Wiring by layer:
Bar = 20 um. Only two layers are drawn.
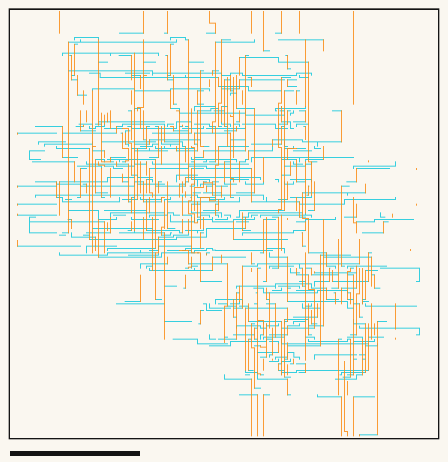
Clock wiring as the flow saved it:
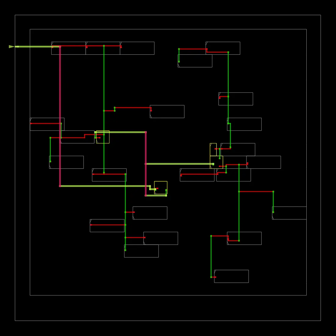
The metal 2 layer:
Bar = 20 um.
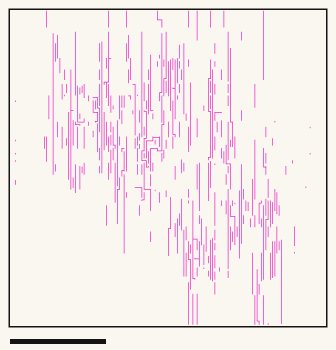
Metal 3:
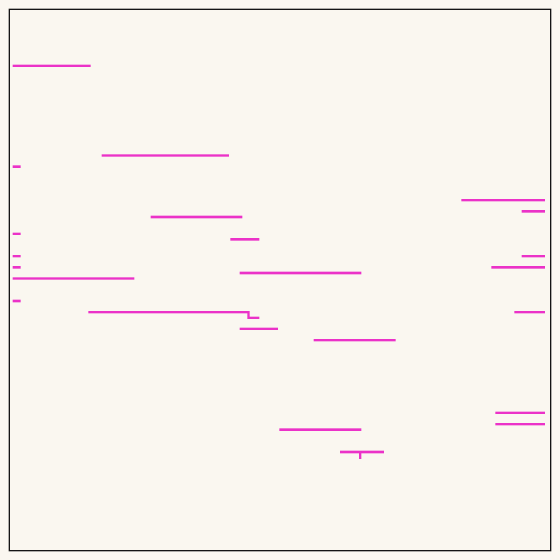
Floorplan with the power grid:
Bar = 20 um. Pins as bars on the die edge.
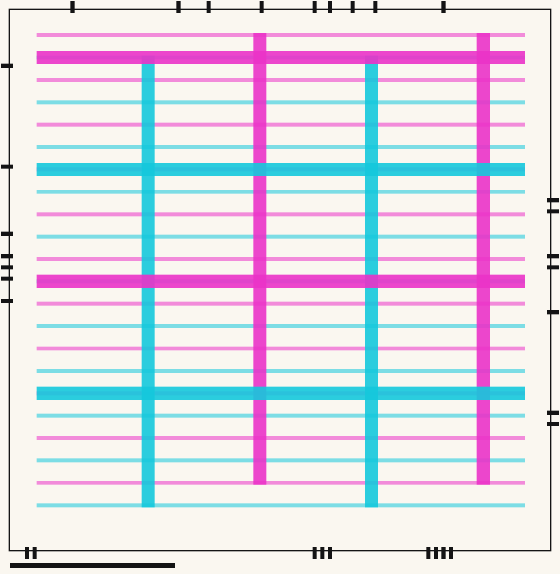
===== src/rtl/display_pkg.sv =====
// ============================================================================
// display_pkg
// Shared constants and FSM state encoding for the display-timing blocks.
// Revision: 1.0
// ============================================================================
`default_nettype none

package display_pkg;

   localparam int c_NUM_TASKS_DEFAULT         = 3;
   localparam int c_FRAME_COUNT_WIDTH_DEFAULT = 16;

   typedef logic [1:0] state_t;

   localparam state_t c_ST_IDLE   = 2'd0;
   localparam state_t c_ST_LAUNCH = 2'd1;
   localparam state_t c_ST_WAIT   = 2'd2;

   // Wide enough for up to eight tasks.
   typedef logic [2:0] task_idx_t;

endpackage

`default_nettype wire


===== src/rtl/rise_detect.sv =====
// ============================================================================
// rise_detect
// Registered rising-edge detector; RESET_VALUE seeds the history flop so a
// level already high at reset release is not mistaken for an edge.
// Revision: 1.0
// ============================================================================
`default_nettype none

module rise_detect #(
   parameter logic RESET_VALUE = 1'b0
) (
   input  logic clk,
   input  logic rst,
   input  logic i_d,
   output logic o_rise
);

   logic r_q;

   always_ff @(posedge clk) begin
      if (rst) begin
         r_q <= RESET_VALUE;
      end else begin
         r_q <= i_d;
      end
   end

   assign o_rise = i_d & ~r_q;

endmodule

`default_nettype wire


===== src/rtl/vblank_scheduler.sv =====
// ============================================================================
// vblank_scheduler
// Sequences enabled game-logic tasks once per frame, starting on the vsync
// rising edge. Optional overrun detection via VBLANK_SCHEDULER_OVERRUN_EN.
// Revision: 1.0
// ============================================================================
`default_nettype none

module vblank_scheduler
   import display_pkg::*;
#(
   parameter int NUM_TASKS         = c_NUM_TASKS_DEFAULT,
   parameter int FRAME_COUNT_WIDTH = c_FRAME_COUNT_WIDTH_DEFAULT
) (
   input  logic                         clk_rgb,
   input  logic                         rst,
   input  logic                         vs,
   input  logic                         de,
   input  logic [NUM_TASKS-1:0]         task_enable,
   output logic [NUM_TASKS-1:0]         task_start,
   input  logic [NUM_TASKS-1:0]         task_done,
   output logic                         busy,
   output logic [FRAME_COUNT_WIDTH-1:0] frame_count,
   output logic                         overrun,
   input  logic                         overrun_clear
);

   logic                         w_frame_start;
   state_t                       r_state;
   logic [NUM_TASKS-1:0]         r_mask;
   task_idx_t                    r_cur;
   logic [FRAME_COUNT_WIDTH-1:0] r_frame_count;
   task_idx_t                    w_first_idx;
   task_idx_t                    w_next_idx;
   logic                         w_has_next;
   logic                         w_cur_done;
   logic [NUM_TASKS-1:0]         w_start;
   logic                         w_active;

   // History flop resets high so vs held across reset release is not an edge.
   rise_detect #(
      .RESET_VALUE (1'b1)
   ) u_vs_rise (
      .clk    (clk_rgb),
      .rst    (rst),
      .i_d    (vs),
      .o_rise (w_frame_start)
   );

   always_comb begin
      w_first_idx = '0;
      for (int i = NUM_TASKS - 1; i >= 0; i--) begin
         if (task_enable[i]) begin
            w_first_idx = task_idx_t'(i);
         end
      end
   end

   always_comb begin
      w_next_idx = '0;
      w_has_next = 1'b0;
      for (int i = NUM_TASKS - 1; i >= 0; i--) begin
         if (r_mask[i] && (i > int'(r_cur))) begin
            w_next_idx = task_idx_t'(i);
            w_has_next = 1'b1;
         end
      end
   end

   always_comb begin
      w_cur_done = 1'b0;
      w_start    = '0;
      for (int i = 0; i < NUM_TASKS; i++) begin
         if (task_idx_t'(i) == r_cur) begin
            w_cur_done = task_done[i];
            w_start[i] = (r_state == c_ST_LAUNCH) && !rst;
         end
      end
   end

   always_ff @(posedge clk_rgb) begin
      if (rst) begin
         r_state       <= c_ST_IDLE;
         r_mask        <= '0;
         r_cur         <= '0;
         r_frame_count <= '0;
      end else begin
         case (r_state)
            c_ST_IDLE: begin
               if (w_frame_start) begin
                  r_mask <= task_enable;
                  if (|task_enable) begin
                     r_cur   <= w_first_idx;
                     r_state <= c_ST_LAUNCH;
                  end else begin
                     r_frame_count <= r_frame_count + FRAME_COUNT_WIDTH'(1);
                  end
               end
            end
            c_ST_LAUNCH: begin
               r_state <= c_ST_WAIT;
            end
            c_ST_WAIT: begin
               if (w_cur_done) begin
                  if (w_has_next) begin
                     r_cur   <= w_next_idx;
                     r_state <= c_ST_LAUNCH;
                  end else begin
                     r_state       <= c_ST_IDLE;
                     r_frame_count <= r_frame_count + FRAME_COUNT_WIDTH'(1);
                  end
               end
            end
            default: begin
               r_state <= c_ST_IDLE;
            end
         endcase
      end
   end

   assign w_active    = (r_state != c_ST_IDLE);
   assign busy        = w_active && !rst;
   assign task_start  = w_start;
   assign frame_count = r_frame_count;

`ifdef VBLANK_SCHEDULER_OVERRUN_EN
   logic r_overrun;

   // Set has priority over clear so a collision in the clear cycle is kept.
   always_ff @(posedge clk_rgb) begin
      if (rst) begin
         r_overrun <= 1'b0;
      end else if (w_active && (de || w_frame_start)) begin
         r_overrun <= 1'b1;
      end else if (overrun_clear) begin
         r_overrun <= 1'b0;
      end
   end

   assign overrun = r_overrun;
`else
   logic w_unused_ok;

   assign w_unused_ok = &{1'b0, de, overrun_clear};
   assign overrun     = 1'b0;
`endif

endmodule

`default_nettype wire


===== config.mk =====
export PLATFORM = sky130hd
export DESIGN_NAME = vblank_scheduler
export DESIGN_NICKNAME = d
export VERILOG_FILES = /design/src/rtl/display_pkg.sv /design/src/rtl/rise_detect.sv /design/src/rtl/vblank_scheduler.sv
export SDC_FILE = /design/constraint.sdc
export NUM_CORES = 1
export LEC_CHECK = 0
export ABC_AREA = 1
export CORE_MARGIN = 3
export CORE_UTILIZATION = 40
export CTS_CLUSTER_DIAMETER = 100
export CTS_CLUSTER_SIZE = 20
export DETAILED_ROUTE_END_ITERATION = 10
export PLACE_DENSITY = 0.77
export SYNTH_ARGS = -nofsm -noshare
export SYNTH_HDL_FRONTEND = slang
export SYNTH_SLANG_ARGS = --single-unit

===== constraint.sdc =====
create_clock -name clk_rgb -period 2.7 [get_ports clk_rgb]
set_clock_uncertainty 0.05 [all_clocks]
set_input_delay 0.675 -clock clk_rgb [delete_from_list [all_inputs] [get_ports clk_rgb]]
set_output_delay 0.675 -clock clk_rgb [all_outputs]
set_load 0.05 [all_outputs]

==> flow_summary.toml <==
# flow metrics
[route]
drt-total-wl_mm = 3.19
drtIter0Drc = 76
met2_wirelength_mm = 1.35
remaining_drc_errors = 0
ant_nets = 0

[layout]
seq_area_share_pct = 25.5
buffers = 30
layout-drive-gt1-share_pct = 15.8
areaGrowthSynthToFinish_pct = 26.8
layout.nets = 260
clock_tree_area_fraction_pct = 1.46
comb_share_pct = 47.3
comb_cells = 171
diodes = 0
largestClassByArea = "multi-input combinational cells"
nonClkBufAreaFrac_pct = 18.6

[setup_path]
crit_path_end_kind = "output pin"
rr_endpoint = "frame_count[8]$_SDFFE_PP0P_"
worstSetupPathType = "input port to output pin"

[global_route]
grt_max_degree = 18
grt_overflow_total = 0

[pwr]
irDropWorstVdd_mv = 0.312
leakage_uw = 0.000645
switching_power_uw = 339
seqPwrFrac_pct = 46.2
pg_seq_uw = 398
clockPowerShare_pct = 19.4
clock_net_power_uw = 168

[yosys]
async_flop_share_pct = 0
ys_chip_area_um2 = 1420
mux_share_pct = 0
ys_ff = 23
yosysTopAreaCellShare_pct = 32.4
syn-cell-area_um2 = 1420
synth_cell_type_count = 24
synth.comb.largest_family = "simple AND/OR/NAND/NOR gates"

[sta]
worst_pin_slew_ns = 0.506
final.period_utilization_pct = 93.4

[clock_network]
cts.repair.resized = 0
holdBufCountCts = 0
cts_root_buffer = "clkbuf_4"
clkSinkCount = 23
clk_latency_ns = 0.32

[status]
outcome = "finished, final reports clean"

[die]
rows = 21

[worst_hold_path]
min_from = "r_state[1]$_SDFFE_PP0P_"
-- 'wiring by layer' (at the start) --
layer	color	wire length
met1	cyan	1640 um
met2	orange	1350 um

-- 'clock wiring as the flow saved it' (at the start) --
CLK BUF: 4
number of buffers created by CTS: 3

-- 'the metal 2 layer' (at the start) --
nets with wire on the layer	195
share of all routed wire	42%
main direction	vertical
longest straight run	29.2 um
wire length on this layer	1350 um

-- 'metal 3' (at the start) --
nets with wire on the layer	20
wire length on this layer	158 um

-- 'floorplan with the power grid' (at the start) --
net	color
VDD	magenta
VSS	cyan
met4 straps	4
signal pins	32

through the flow:
stage          worst slack (ns)  utilization [%]  hold WS, ns  cells
3_3_place_gp              0.182             52.4        0.404    289
6_report                  0.178             53.2        0.422    293
5_1_grt                   0.113             53.2        0.444    293
2_1_floorplan            -0.171                -        0.391    218
4_1_cts                   0.161             53.2        0.429    293
3_5_place_dp              0.182             52.4        0.411    289
state kept, by name (all words and copies together), names as in the netlist:
signal	cells
r_mask	2
r_state	2
frame_count	16
r_cur	2
u_vs_rise.r_q	1
worst max-delay path: stages:
cell and delay [ns]:
clkdlybuf4s50_1 0.42, inv_1 0.08, nand3_1 0.12, nor3_1 0.30, buf_12 0.19
